File: src/rtl/idct_col_mac_if.sv
// Port bundle of one HEVC IDCT column MAC tile: sample input, result output and the
// registered daisy-chain copy of the input vector for the next tile.
interface idct_col_mac_if #(
    parameter int N  = 8,
    parameter int DW = 25,
    parameter int OW = 16
);
    logic                 ce;
    logic                 in_valid;
    logic [3:0]           shift;
    logic [N*DW-1:0]      d_in;
    logic                 out_valid;
    logic signed [OW-1:0] d_out;
    logic                 sat;
    logic                 prop_valid;
    logic [N*DW-1:0]      d_prop;

    // Valid-only flow: in_valid qualifies d_in/shift on ce=1 edges, out_valid qualifies
    // d_out/sat (consumer also qualifies with ce); there is no ready, every result must be taken.
    modport master (
        output ce, in_valid, shift, d_in,
        input  out_valid, d_out, sat, prop_valid, d_prop
    );
    modport slave (
        input  ce, in_valid, shift, d_in,
        output out_valid, d_out, sat, prop_valid, d_prop
    );
endinterface

File: src/rtl/idct_col_mac.sv
// One output column of an N-point HEVC 1-D IDCT: N-stage pipelined dot product with
// constant transform coefficients, then round, arithmetic shift and saturate.
module idct_col_mac #(
    parameter int N   = 8,
    parameter int COL = 1,
    parameter int DW  = 25,
    parameter int OW  = 16,
    parameter int AW  = DW + 12
) (
    input  logic          clk,
    input  logic          reset,
    idct_col_mac_if.slave bus
);

    // Magnitude of the 32-point basis at angle j*pi/64 (j=0 is the DC row value).
    function automatic int base_mag(input int j);
        int v;
        case (j)
            0:  v = 64;  1:  v = 90;  2:  v = 90;  3:  v = 90;
            4:  v = 89;  5:  v = 88;  6:  v = 87;  7:  v = 85;
            8:  v = 83;  9:  v = 82;  10: v = 80;  11: v = 78;
            12: v = 75;  13: v = 73;  14: v = 70;  15: v = 67;
            16: v = 64;  17: v = 61;  18: v = 57;  19: v = 54;
            20: v = 50;  21: v = 46;  22: v = 43;  23: v = 38;
            24: v = 36;  25: v = 31;  26: v = 25;  27: v = 22;
            28: v = 18;  29: v = 13;  30: v = 9;   31: v = 4;
            default: v = 0;
        endcase
        return v;
    endfunction

    // T32[k][n] follows cos(k*(2n+1)*pi/64); fold the angle into the first quadrant.
    function automatic int t32(input int k, input int n);
        int m;
        int v;
        m = (k * (2 * n + 1)) % 128;
        if (m > 64) m = 128 - m;
        if (m > 32) v = -base_mag(64 - m);
        else        v = base_mag(m);
        return v;
    endfunction

    function automatic logic [N*8-1:0] build_coefs();
        logic [N*8-1:0] v;
        v = '0;
        for (int i = 0; i < N; i++) v[i*8 +: 8] = 8'(t32(i * (32 / N), COL));
        return v;
    endfunction

    localparam logic [N*8-1:0]       COEFS   = build_coefs();
    localparam logic signed [AW-1:0] SAT_MAX = {{(AW-OW+1){1'b0}}, {(OW-1){1'b1}}};
    localparam logic signed [AW-1:0] SAT_MIN = {{(AW-OW+1){1'b1}}, {(OW-1){1'b0}}};

    logic [N-1:0]         r_vld;
    logic signed [AW-1:0] r_acc [N];
    logic [3:0]           r_sh  [N];

    logic [N-1:0]         w_vin;
    logic signed [AW-1:0] w_acc_in [N];
    logic [3:0]           w_sh_in  [N];
    logic signed [AW-1:0] w_prod   [N];
    logic signed [DW-1:0] w_x      [N];

    // Valid entering stage s: in_valid for stage 0, else the previous stage's valid.
    assign w_vin       = {r_vld[N-2:0], bus.in_valid};
    assign w_acc_in[0] = '0;
    assign w_sh_in[0]  = bus.shift;
    assign w_x[0]      = bus.d_in[DW-1:0];

    for (genvar s = 1; s < N; s++) begin : g_link
        assign w_acc_in[s] = r_acc[s-1];
        assign w_sh_in[s]  = r_sh[s-1];
    end

    for (genvar s = 0; s < N; s++) begin : g_prod
        assign w_prod[s] = AW'(w_x[s]) * AW'($signed(COEFS[s*8 +: 8]));
    end

    // Lane k waits k registers so it reaches stage k together with its accumulator.
    for (genvar k = 1; k < N; k++) begin : g_lane
        logic [DW-1:0] r_dl [k];

        always_ff @(posedge clk) begin
            if (reset) begin
                for (int j = 0; j < k; j++) r_dl[j] <= '0;
            end else if (bus.ce) begin
                if (bus.in_valid) r_dl[0] <= bus.d_in[k*DW +: DW];
                for (int j = 1; j < k; j++) begin
                    if (r_vld[j-1]) r_dl[j] <= r_dl[j-1];
                end
            end
        end

        assign w_x[k] = r_dl[k-1];
    end

    always_ff @(posedge clk) begin
        if (reset) begin
            r_vld <= '0;
            for (int s = 0; s < N; s++) begin
                r_acc[s] <= '0;
                r_sh[s]  <= '0;
            end
        end else if (bus.ce) begin
            r_vld <= w_vin;
            for (int s = 0; s < N; s++) begin
                if (w_vin[s]) begin
                    r_acc[s] <= w_acc_in[s] + w_prod[s];
                    r_sh[s]  <= w_sh_in[s];
                end
            end
        end
    end

    logic signed [AW-1:0] w_rnd;
    logic signed [AW-1:0] w_r;
    logic signed [OW-1:0] w_res;
    logic                 w_sat;

    always_comb begin
        w_rnd = '0;
        if (r_sh[N-1] != 4'd0) w_rnd = AW'(1) <<< (r_sh[N-1] - 4'd1);
        w_r   = (r_acc[N-1] + w_rnd) >>> r_sh[N-1];
        w_res = w_r[OW-1:0];
        w_sat = 1'b0;
        if (w_r > SAT_MAX) begin
            w_res = SAT_MAX[OW-1:0];
            w_sat = 1'b1;
        end else if (w_r < SAT_MIN) begin
            w_res = SAT_MIN[OW-1:0];
            w_sat = 1'b1;
        end
    end

    logic                 r_out_valid;
    logic signed [OW-1:0] r_d_out;
    logic                 r_sat;
    logic                 r_prop_valid;
    logic [N*DW-1:0]      r_d_prop;

    // d_out/sat hold the last result while out_valid is low; d_prop copies d_in regardless of valid.
    always_ff @(posedge clk) begin
        if (reset) begin
            r_out_valid  <= 1'b0;
            r_d_out      <= '0;
            r_sat        <= 1'b0;
            r_prop_valid <= 1'b0;
            r_d_prop     <= '0;
        end else if (bus.ce) begin
            r_out_valid  <= r_vld[N-1];
            r_prop_valid <= bus.in_valid;
            r_d_prop     <= bus.d_in;
            if (r_vld[N-1]) begin
                r_d_out <= w_res;
                r_sat   <= w_sat;
            end
        end
    end

    assign bus.out_valid  = r_out_valid;
    assign bus.d_out      = r_d_out;
    assign bus.sat        = r_sat;
    assign bus.prop_valid = r_prop_valid;
    assign bus.d_prop     = r_d_prop;

endmodule
File: src/flat_wrapper.sv
// flat-port wrapper written by rule: the top's interface ports become plain ports
module idct_col_mac_flat 
#(
    parameter int N   = 8,
    parameter int COL = 1,
    parameter int DW  = 25,
    parameter int OW  = 16,
    parameter int AW  = DW + 12
)
  (clk, reset, bus_ce, bus_in_valid, bus_shift, bus_d_in, bus_out_valid, bus_d_out, bus_sat, bus_prop_valid, bus_d_prop);
  idct_col_mac_if #(.N(N), .DW(DW), .OW(OW)) bus_i ();
  input  logic clk;
  input  logic reset;
  input wire logic [$bits(bus_i.ce)-1:0] bus_ce;
  input wire logic [$bits(bus_i.in_valid)-1:0] bus_in_valid;
  input wire logic [$bits(bus_i.shift)-1:0] bus_shift;
  input wire logic [$bits(bus_i.d_in)-1:0] bus_d_in;
  output wire logic [$bits(bus_i.out_valid)-1:0] bus_out_valid;
  output wire logic [$bits(bus_i.d_out)-1:0] bus_d_out;
  output wire logic [$bits(bus_i.sat)-1:0] bus_sat;
  output wire logic [$bits(bus_i.prop_valid)-1:0] bus_prop_valid;
  output wire logic [$bits(bus_i.d_prop)-1:0] bus_d_prop;
  assign bus_i.ce = bus_ce;
  assign bus_i.in_valid = bus_in_valid;
  assign bus_i.shift = bus_shift;
  assign bus_i.d_in = bus_d_in;
  assign bus_out_valid = bus_i.out_valid;
  assign bus_d_out = bus_i.d_out;
  assign bus_sat = bus_i.sat;
  assign bus_prop_valid = bus_i.prop_valid;
  assign bus_d_prop = bus_i.d_prop;
  idct_col_mac #(.N(N), .COL(COL), .DW(DW), .OW(OW), .AW(AW)) u_core (.clk(clk), .reset(reset), .bus(bus_i));
endmodule
File: config.mk
export PLATFORM = sky130hd
export DESIGN_NAME = idct_col_mac_flat
export DESIGN_NICKNAME = d
export VERILOG_FILES = /design/src/rtl/idct_col_mac_if.sv /design/src/rtl/idct_col_mac.sv /design/src/flat_wrapper.sv
export SDC_FILE = /design/constraint.sdc
export NUM_CORES = 2
export LEC_CHECK = 0
export ABC_CLOCK_PERIOD_IN_PS = 8920
export CORE_UTILIZATION = 31
export DETAILED_ROUTE_END_ITERATION = 6
export MAX_ROUTING_LAYER = met4
export PLACE_DENSITY = 0.52
export SETUP_SLACK_MARGIN = 0.5
export SYNTH_ARGS = -nofsm -noshare
export SYNTH_HDL_FRONTEND = slang
export SYNTH_SLANG_ARGS = --single-unit
File: constraint.sdc
create_clock -name clk -period 8.92 [get_ports clk]
set_clock_uncertainty 0.2 [all_clocks]
set_input_delay 2.676 -clock clk [delete_from_list [all_inputs] [get_ports clk]]
set_output_delay 2.676 -clock clk [all_outputs]
set_load 0.02 [all_outputs]
==> impl_metrics.json <==
{
  "status": "complete, no violations",
  "ff_type": "edfxtp_1",
  "slew_headroom_pct": 17.9,
  "grt_setup_unrepaired": "false",
  "routed-wl-met2_mm": 96.4,
  "m1WireLength_mm": 88.2,
  "dr_wl_met3_mm": 7.40,
  "grt_max_degree": 130,
  "drv_slew": 0,
  "clock_sinks": 1242,
  "power_frac_seq_pct": 28.7,
  "setup_slack_ns": 1.10,
  "drt-initial-drc-count": 2736,
  "ys_types": 90,
  "ys_sh_xor_pct": 4.18,
  "worstReg2RegStart": "u_core.g_lane[7].r_dl[0][154]",
  "openroad.warnings": 56,
  "worstSkewPairLatency_ns": 0.84,
  "cts_htree_levels": 4,
  "path_clk_slew_ns": 0.05,
  "wl_per_cell_um": 17.7,
  "required_ns": 9.22,
  "die_w_um": 507,
  "cpPeakStageDelay_ns": 0.63,
  "p_int_uw": 15200,
  "vias": 52462,
  "post_cts_resized": 0,
  "synth-simple-area-share_pct": 15.1,
  "finalSetupViolations": 0,
  "common_cells": "1016 x edfxtp_1, 772 x ha_1, 700 x nor2_1, 688 x inv_1, 622 x and2_1",
  "coreArea_sq_um": 254000,
  "aoi_share_pct": 8.81,
  "edf_count": 1016,
  "drive_above_1_share_pct": 4.70,
  "p_per_area_nw_per_um2": 269,
  "cts_tree": "yes",
  "fin_cells": 11122,
  "ys_async_sr_fraction_pct": 0,
  "dp_hpwl_mm": 152,
  "dp.cells": 10839,
  "top_layer": "met4",
  "logic_area_sq_um": 40700,
  "syn_area_sq_um": 79000,
  "period_used_pct": 87.7,
  "ys_sh_mux_pct": 3.70,
  "worstHoldPathType": "flop to flop",
  "fp-row-count": 185
}
-- power by group through the flow --
stage / logic, uW / registers, uW / clock network (uW)
after floorplan: 8570 / 7170 / 0
after global placement: 11400 / 7280 / 0
after detailed placement: 11500 / 7280 / 0
after CTS: 11600 / 7160 / 6420
after global routing: 12900 / 7200 / 6630
final: 11500 / 7150 / 6220
-- critical path, delay by kind of cell, from the launching register on --
family                   cells  cell delay [ns]
flip-flops                   1             0.40
XOR/XNOR                     1             0.09
multiplexers                 1             0.27
buffers and inverters        4             0.23
AND-OR/OR-AND               12             2.89
AND/OR/NAND/NOR              6             0.90
adder cells (fa/ha/maj)      6             2.53
-- layout make-up --
| type | instances | area share [%] |
|---|---|---|
| Tap cell | 3366 | 4.56 |
| Clock inverter | 87 | 1.18 |
| Multi-Input combinational cell | 5069 | 44.1 |
| Timing Repair Buffer | 473 | 5.09 |
| Sequential cell | 1242 | 38.0 |
| Clock buffer | 190 | 4.34 |
| Antenna cell | 6 | 0.0163 |
| Inverter | 689 | 2.80 |
-- flip-flops by register name, summed over array words and instances (netlist names) --
signal	cells
u_core.bus.d_prop	200
u_core.bus.d_out	16
u_core.g_lane.r_dl	700
u_core.bus.sat	1
u_core.bus.out_valid	1
u_core.r_vld	8
u_core.r_acc	284
u_core.r_sh	32
-- stage by stage --
step	util [%]	area, sq um	power (uW)
2_1_floorplan	-	79000	15700
3_3_place_gp	34.4	87200	18700
3_5_place_dp	34.4	87200	18800
4_1_cts	36.4	92300	25200
5_1_grt	36.4	92300	26700
6_report	36.4	92300	24900
-- final timing paths --
path / to / slack [ns] / cells after the start
worst max-delay path: u_core.r_acc[1][147] / 1.10 / 30
worst min-delay path: u_core.r_vld[4] / 0.27 / 2
worst max register to register: u_core.r_acc[1][147] / 1.10 / 30
worst min register to register: u_core.r_vld[4] / 0.27 / 2
floorplan.png
Bar = 200 um. Pins as bars on the die edge. Tap cells in gray.
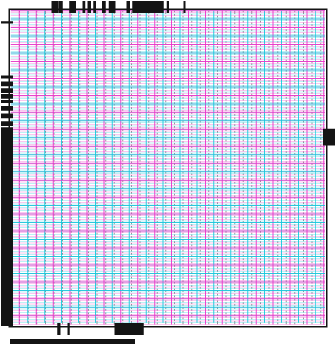
[cyan] VDD
[magenta] VSS
met4 straps: 37
tap cells: 3366
signal pins: 427
met5 straps: 37
rows: 185

class_map.png
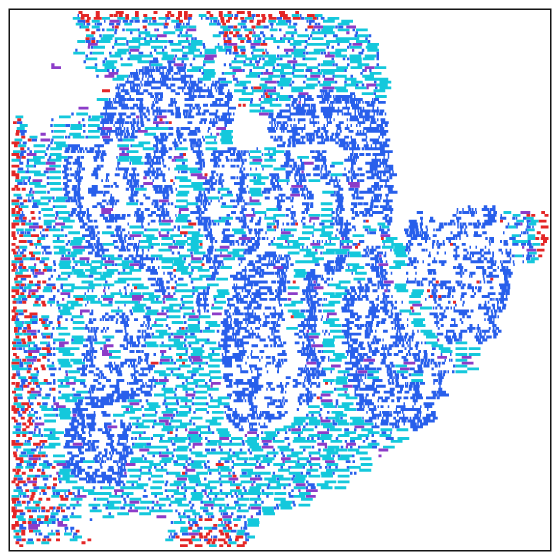
[cyan] sequential cells | cells: 1242
[purple] clock drivers and dummy loads | cells: 277
[red] remaining buffers and delay cells | cells: 473
[blue] remaining logic cells | cells: 5758

Power figures rest on the tool's default switching activity, not on a simulated workload.
